### src/rtl/exec_complete_arbiter.sv
// ---------------------------------------------------------------------------
// exec_complete_arbiter
//
// Purpose:
//   Collects finished results from NUM_UNITS execution units (ALU, multiplier,
//   divider, ...). Each cycle it grants at most one of them, using round-robin
//   fairness, and registers the winner into a single-entry CDB slot. The slot
//   drains to the ROB under a ready handshake.
//
// Ports:
//   clk_i          clock
//   reset_i        synchronous active-high reset
//   unitValid_i    per-unit result valid (held by the unit until granted)
//   unitTag_i      packed ROB tags, unit k at [k*ROBsizeLog +: ROBsizeLog]
//   unitVal_i      packed 64-bit results
//   unitCommands_i packed 10-bit commands
//   unitFlags_i    packed 4-bit flags
//   canGo_o        per-unit grant (one-hot or zero); transfer on valid&canGo
//   flush_i        mispredict flush: kills the slot and suppresses grants
//   cdbReady_i     ROB accepts the CDB entry this cycle
//   cdbValid_o     CDB slot holds a result
//   cdbTag_o       tag of the CDB entry
//   cdbVal_o       result value
//   cdbCommands_o  commands
//   cdbFlags_o     flags
//   grantCount_o   total grants since reset (wraps)
// ---------------------------------------------------------------------------
module exec_complete_arbiter #(
  parameter int NUM_UNITS  = 4,
  parameter int ROBsize    = 32,
  parameter int ROBsizeLog = $clog2(ROBsize + 1)
) (
  input  logic                            clk_i,
  input  logic                            reset_i,
  input  logic [NUM_UNITS-1:0]            unitValid_i,
  input  logic [NUM_UNITS*ROBsizeLog-1:0] unitTag_i,
  input  logic [NUM_UNITS*64-1:0]         unitVal_i,
  input  logic [NUM_UNITS*10-1:0]         unitCommands_i,
  input  logic [NUM_UNITS*4-1:0]          unitFlags_i,
  output logic [NUM_UNITS-1:0]            canGo_o,
  input  logic                            flush_i,
  input  logic                            cdbReady_i,
  output logic                            cdbValid_o,
  output logic [ROBsizeLog-1:0]           cdbTag_o,
  output logic [63:0]                     cdbVal_o,
  output logic [9:0]                      cdbCommands_o,
  output logic [3:0]                      cdbFlags_o,
  output logic [31:0]                     grantCount_o
);

  localparam int PTR_W = (NUM_UNITS > 1) ? $clog2(NUM_UNITS) : 1;

  // Unpacked views of the per-unit payload buses
  logic [ROBsizeLog-1:0] tag_arr_s [NUM_UNITS];
  logic [63:0]           val_arr_s [NUM_UNITS];
  logic [9:0]            cmd_arr_s [NUM_UNITS];
  logic [3:0]            flg_arr_s [NUM_UNITS];

  // Slot and arbitration state
  logic                  cdb_valid_q, cdb_valid_d;
  logic [ROBsizeLog-1:0] cdb_tag_q,   cdb_tag_d;
  logic [63:0]           cdb_val_q,   cdb_val_d;
  logic [9:0]            cdb_cmd_q,   cdb_cmd_d;
  logic [3:0]            cdb_flg_q,   cdb_flg_d;
  logic [PTR_W-1:0]      rr_ptr_q,    rr_ptr_d;
  logic [31:0]           grant_cnt_q, grant_cnt_d;

  // Arbitration results
  logic                  can_grant_s;
  logic                  grant_any_s;
  logic [NUM_UNITS-1:0]  grant_s;
  logic [PTR_W-1:0]      winner_s;
  logic [PTR_W-1:0]      idx_s;

  // Split the packed payload buses into per-unit arrays
  always_comb begin
    for (int k = 0; k < NUM_UNITS; k++) begin
      tag_arr_s[k] = unitTag_i[k*ROBsizeLog +: ROBsizeLog];
      val_arr_s[k] = unitVal_i[k*64 +: 64];
      cmd_arr_s[k] = unitCommands_i[k*10 +: 10];
      flg_arr_s[k] = unitFlags_i[k*4 +: 4];
    end
  end

  // Round-robin scan starting at rr_ptr_q; the first valid unit wins
  always_comb begin
    can_grant_s = (~cdb_valid_q | cdbReady_i) & ~flush_i & ~reset_i;
    grant_s     = '0;
    grant_any_s = 1'b0;
    winner_s    = '0;
    idx_s       = '0;
    for (int i = 0; i < NUM_UNITS; i++) begin
      idx_s = PTR_W'((int'(rr_ptr_q) + i) % NUM_UNITS);
      if (can_grant_s && !grant_any_s && unitValid_i[idx_s]) begin
        grant_s[idx_s] = 1'b1;
        grant_any_s    = 1'b1;
        winner_s       = idx_s;
      end else begin
        grant_s = grant_s;
      end
    end
  end

  assign canGo_o = grant_s;

  // Next-state for the CDB slot, pointer and grant counter
  always_comb begin
    cdb_valid_d = cdb_valid_q;
    cdb_tag_d   = cdb_tag_q;
    cdb_val_d   = cdb_val_q;
    cdb_cmd_d   = cdb_cmd_q;
    cdb_flg_d   = cdb_flg_q;
    rr_ptr_d    = rr_ptr_q;
    grant_cnt_d = grant_cnt_q;
    if (flush_i) begin
      // Grants are already suppressed; only the slot is killed
      cdb_valid_d = 1'b0;
    end else if (grant_any_s) begin
      // Covers both the empty-slot load and the drain-and-replace case
      cdb_valid_d = 1'b1;
      cdb_tag_d   = tag_arr_s[winner_s];
      cdb_val_d   = val_arr_s[winner_s];
      cdb_cmd_d   = cmd_arr_s[winner_s];
      cdb_flg_d   = flg_arr_s[winner_s];
      grant_cnt_d = grant_cnt_q + 32'd1;
      if (winner_s == PTR_W'(NUM_UNITS - 1)) begin
        rr_ptr_d = '0;
      end else begin
        rr_ptr_d = winner_s + PTR_W'(1);
      end
    end else if (cdbReady_i) begin
      // Plain drain: payload registers keep their stale contents
      cdb_valid_d = 1'b0;
    end else begin
      cdb_valid_d = cdb_valid_q;
    end
  end

  // State registers with synchronous reset
  always_ff @(posedge clk_i) begin
    if (reset_i) begin
      cdb_valid_q <= 1'b0;
      cdb_tag_q   <= '0;
      cdb_val_q   <= 64'd0;
      cdb_cmd_q   <= 10'd0;
      cdb_flg_q   <= 4'd0;
      rr_ptr_q    <= '0;
      grant_cnt_q <= 32'd0;
    end else begin
      cdb_valid_q <= cdb_valid_d;
      cdb_tag_q   <= cdb_tag_d;
      cdb_val_q   <= cdb_val_d;
      cdb_cmd_q   <= cdb_cmd_d;
      cdb_flg_q   <= cdb_flg_d;
      rr_ptr_q    <= rr_ptr_d;
      grant_cnt_q <= grant_cnt_d;
    end
  end

  assign cdbValid_o    = cdb_valid_q;
  assign cdbTag_o      = cdb_tag_q;
  assign cdbVal_o      = cdb_val_q;
  assign cdbCommands_o = cdb_cmd_q;
  assign cdbFlags_o    = cdb_flg_q;
  assign grantCount_o  = grant_cnt_q;

endmodule

### config.mk
export PLATFORM = sky130hd
export DESIGN_NAME = exec_complete_arbiter
export DESIGN_NICKNAME = d
export VERILOG_FILES = /design/src/rtl/exec_complete_arbiter.sv
export SDC_FILE = /design/constraint.sdc
export NUM_CORES = 1
export LEC_CHECK = 0
export ABC_AREA = 1
export CAP_MARGIN = 15
export CORE_AREA = 2 2 181 183
export CTS_CLUSTER_DIAMETER = 120
export DETAILED_ROUTE_END_ITERATION = 6
export DIE_AREA = 0 0 183 185
export GPL_ROUTABILITY_DRIVEN = 0
export PLACE_DENSITY = 0.66
export SETUP_SLACK_MARGIN = 0.05
export SYNTH_ARGS = -nofsm -noshare
export SYNTH_HDL_FRONTEND = slang
export SYNTH_SLANG_ARGS = --single-unit
### constraint.sdc
create_clock -name clk_i -period 2.7 [get_ports clk_i]
set_input_delay 0.54 -clock clk_i [delete_from_list [all_inputs] [get_ports clk_i]]
set_output_delay 0.54 -clock clk_i [all_outputs]
set_load 0.02 [all_outputs]
Fig. 1: clock wiring as the flow saved it
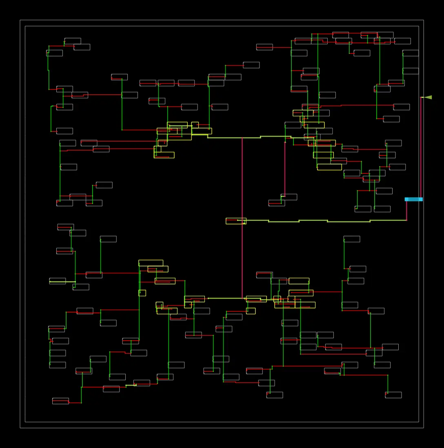
clock buffers: 17
CTS buffer count: 17

==> results_dict.tcl <==
# flow metrics
set metrics [dict create \
    status "finished clean" \
    arrival_ps 2050 \
    clock_latency_ps 420 \
    fp_util_pct 29.02 \
    grt.busiest_layer "met2" \
    yosys_cells 1671 \
    ys_top_cells_by_count "nand2_1, nand3_1, inv_1, dfxtp_1, buf_2" \
    synth.most_common_cell "nand2_1" \
    area_leaders "dfxtp_1, nand3_1, nand2_1" \
    cp.buffers_inverters 3 \
    rsz0062_at_grt "yes" \
    ys_sh_aoi_pct 7.481 \
    cts_resized 24 \
    warnings 31 \
    synth-seq-cells 119 \
    place_ws_ps -418.2 \
    ios 465 \
    reg2reg_slack_ps 280 \
    overflow 0 \
    ys_chip_area_um2 9299 \
    critPathLaunchType "input port" \
    diodes 6 \
    buffer_area_share_pct 35.77 \
    end_kind "output pin" \
    regArea_um2 2382 \
    cpPeakStageDelay_ps 490 \
    path_cells "clkdlybuf4s50_1, nand2_1, nand3_2, nand2_4, nand2_1, nor2_4, inv_2, o22ai_1, a21oi_1, o21ai_2, buf_6" \
    comb_area_um2 5669 \
    avgViaCountPerCell 4.929 \
    die_h_um 185 \
    hold_ws_ps 506.2 \
    fillers 3316 \
    drc 0 \
    areaGrowthSynthToFinish_pct 67.83 \
    simple_gate_share_pct 49.85 \
    ys_sh_mux_pct 0 \
]
Fig. 2: metal layers overlaid
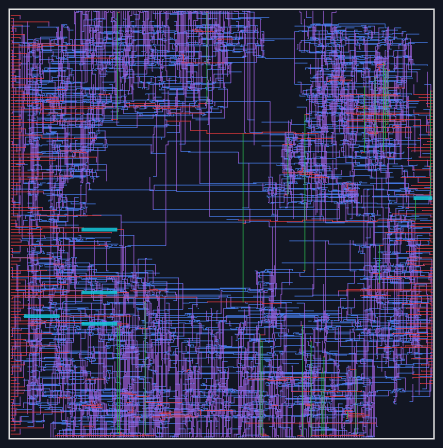
legend:
  purple:
    layer: metal 2
    wire_length: 19400 um
  cyan:
    layer: metal 5
    wire_length: 61.6 um
  red:
    layer: metal 3
    wire_length: 3230 um
  blue:
    layer: metal 1
    wire_length: 17500 um
  green:
    layer: metal 4
    wire_length: 882 um
mean routed wirelength per cell: 16.19 um
via count: 12510
Total Routing Usage GR: 23.25%

-- cell families after synthesis --
kind of cell               after synthesis
buffers and inverters                  339
AOI/OAI and AO/OA                      136
adders and majority gates                5
and+or+nand+nor                       1056
xor gates and xnor gates                16
DFF                                    119
-- metal layers --
layer / vias up / part of all wire, %
met2: 505 / 47
met4: 10 / 2.1
met1: 5689 / 43
met3: 56 / 7.9
li1: 6251 / -
met5: - / 0.15
-- sequential cells by signal, summed over array words and instances (netlist names) --
name and flops:
grantCount_o 32, cdbFlags_o 4, cdbCommands_o 10, cdbVal_o 64, cdbTag_o 6, cdbValid_o 1
rr_ptr_q 2
-- power breakdown --
group	switching, mW	internal (mW)
clock	1.03	1.58
sequential	0.297	2.32
combinational	5.60	4.03
No activity file was given, so power comes from the tool's default toggle rates.
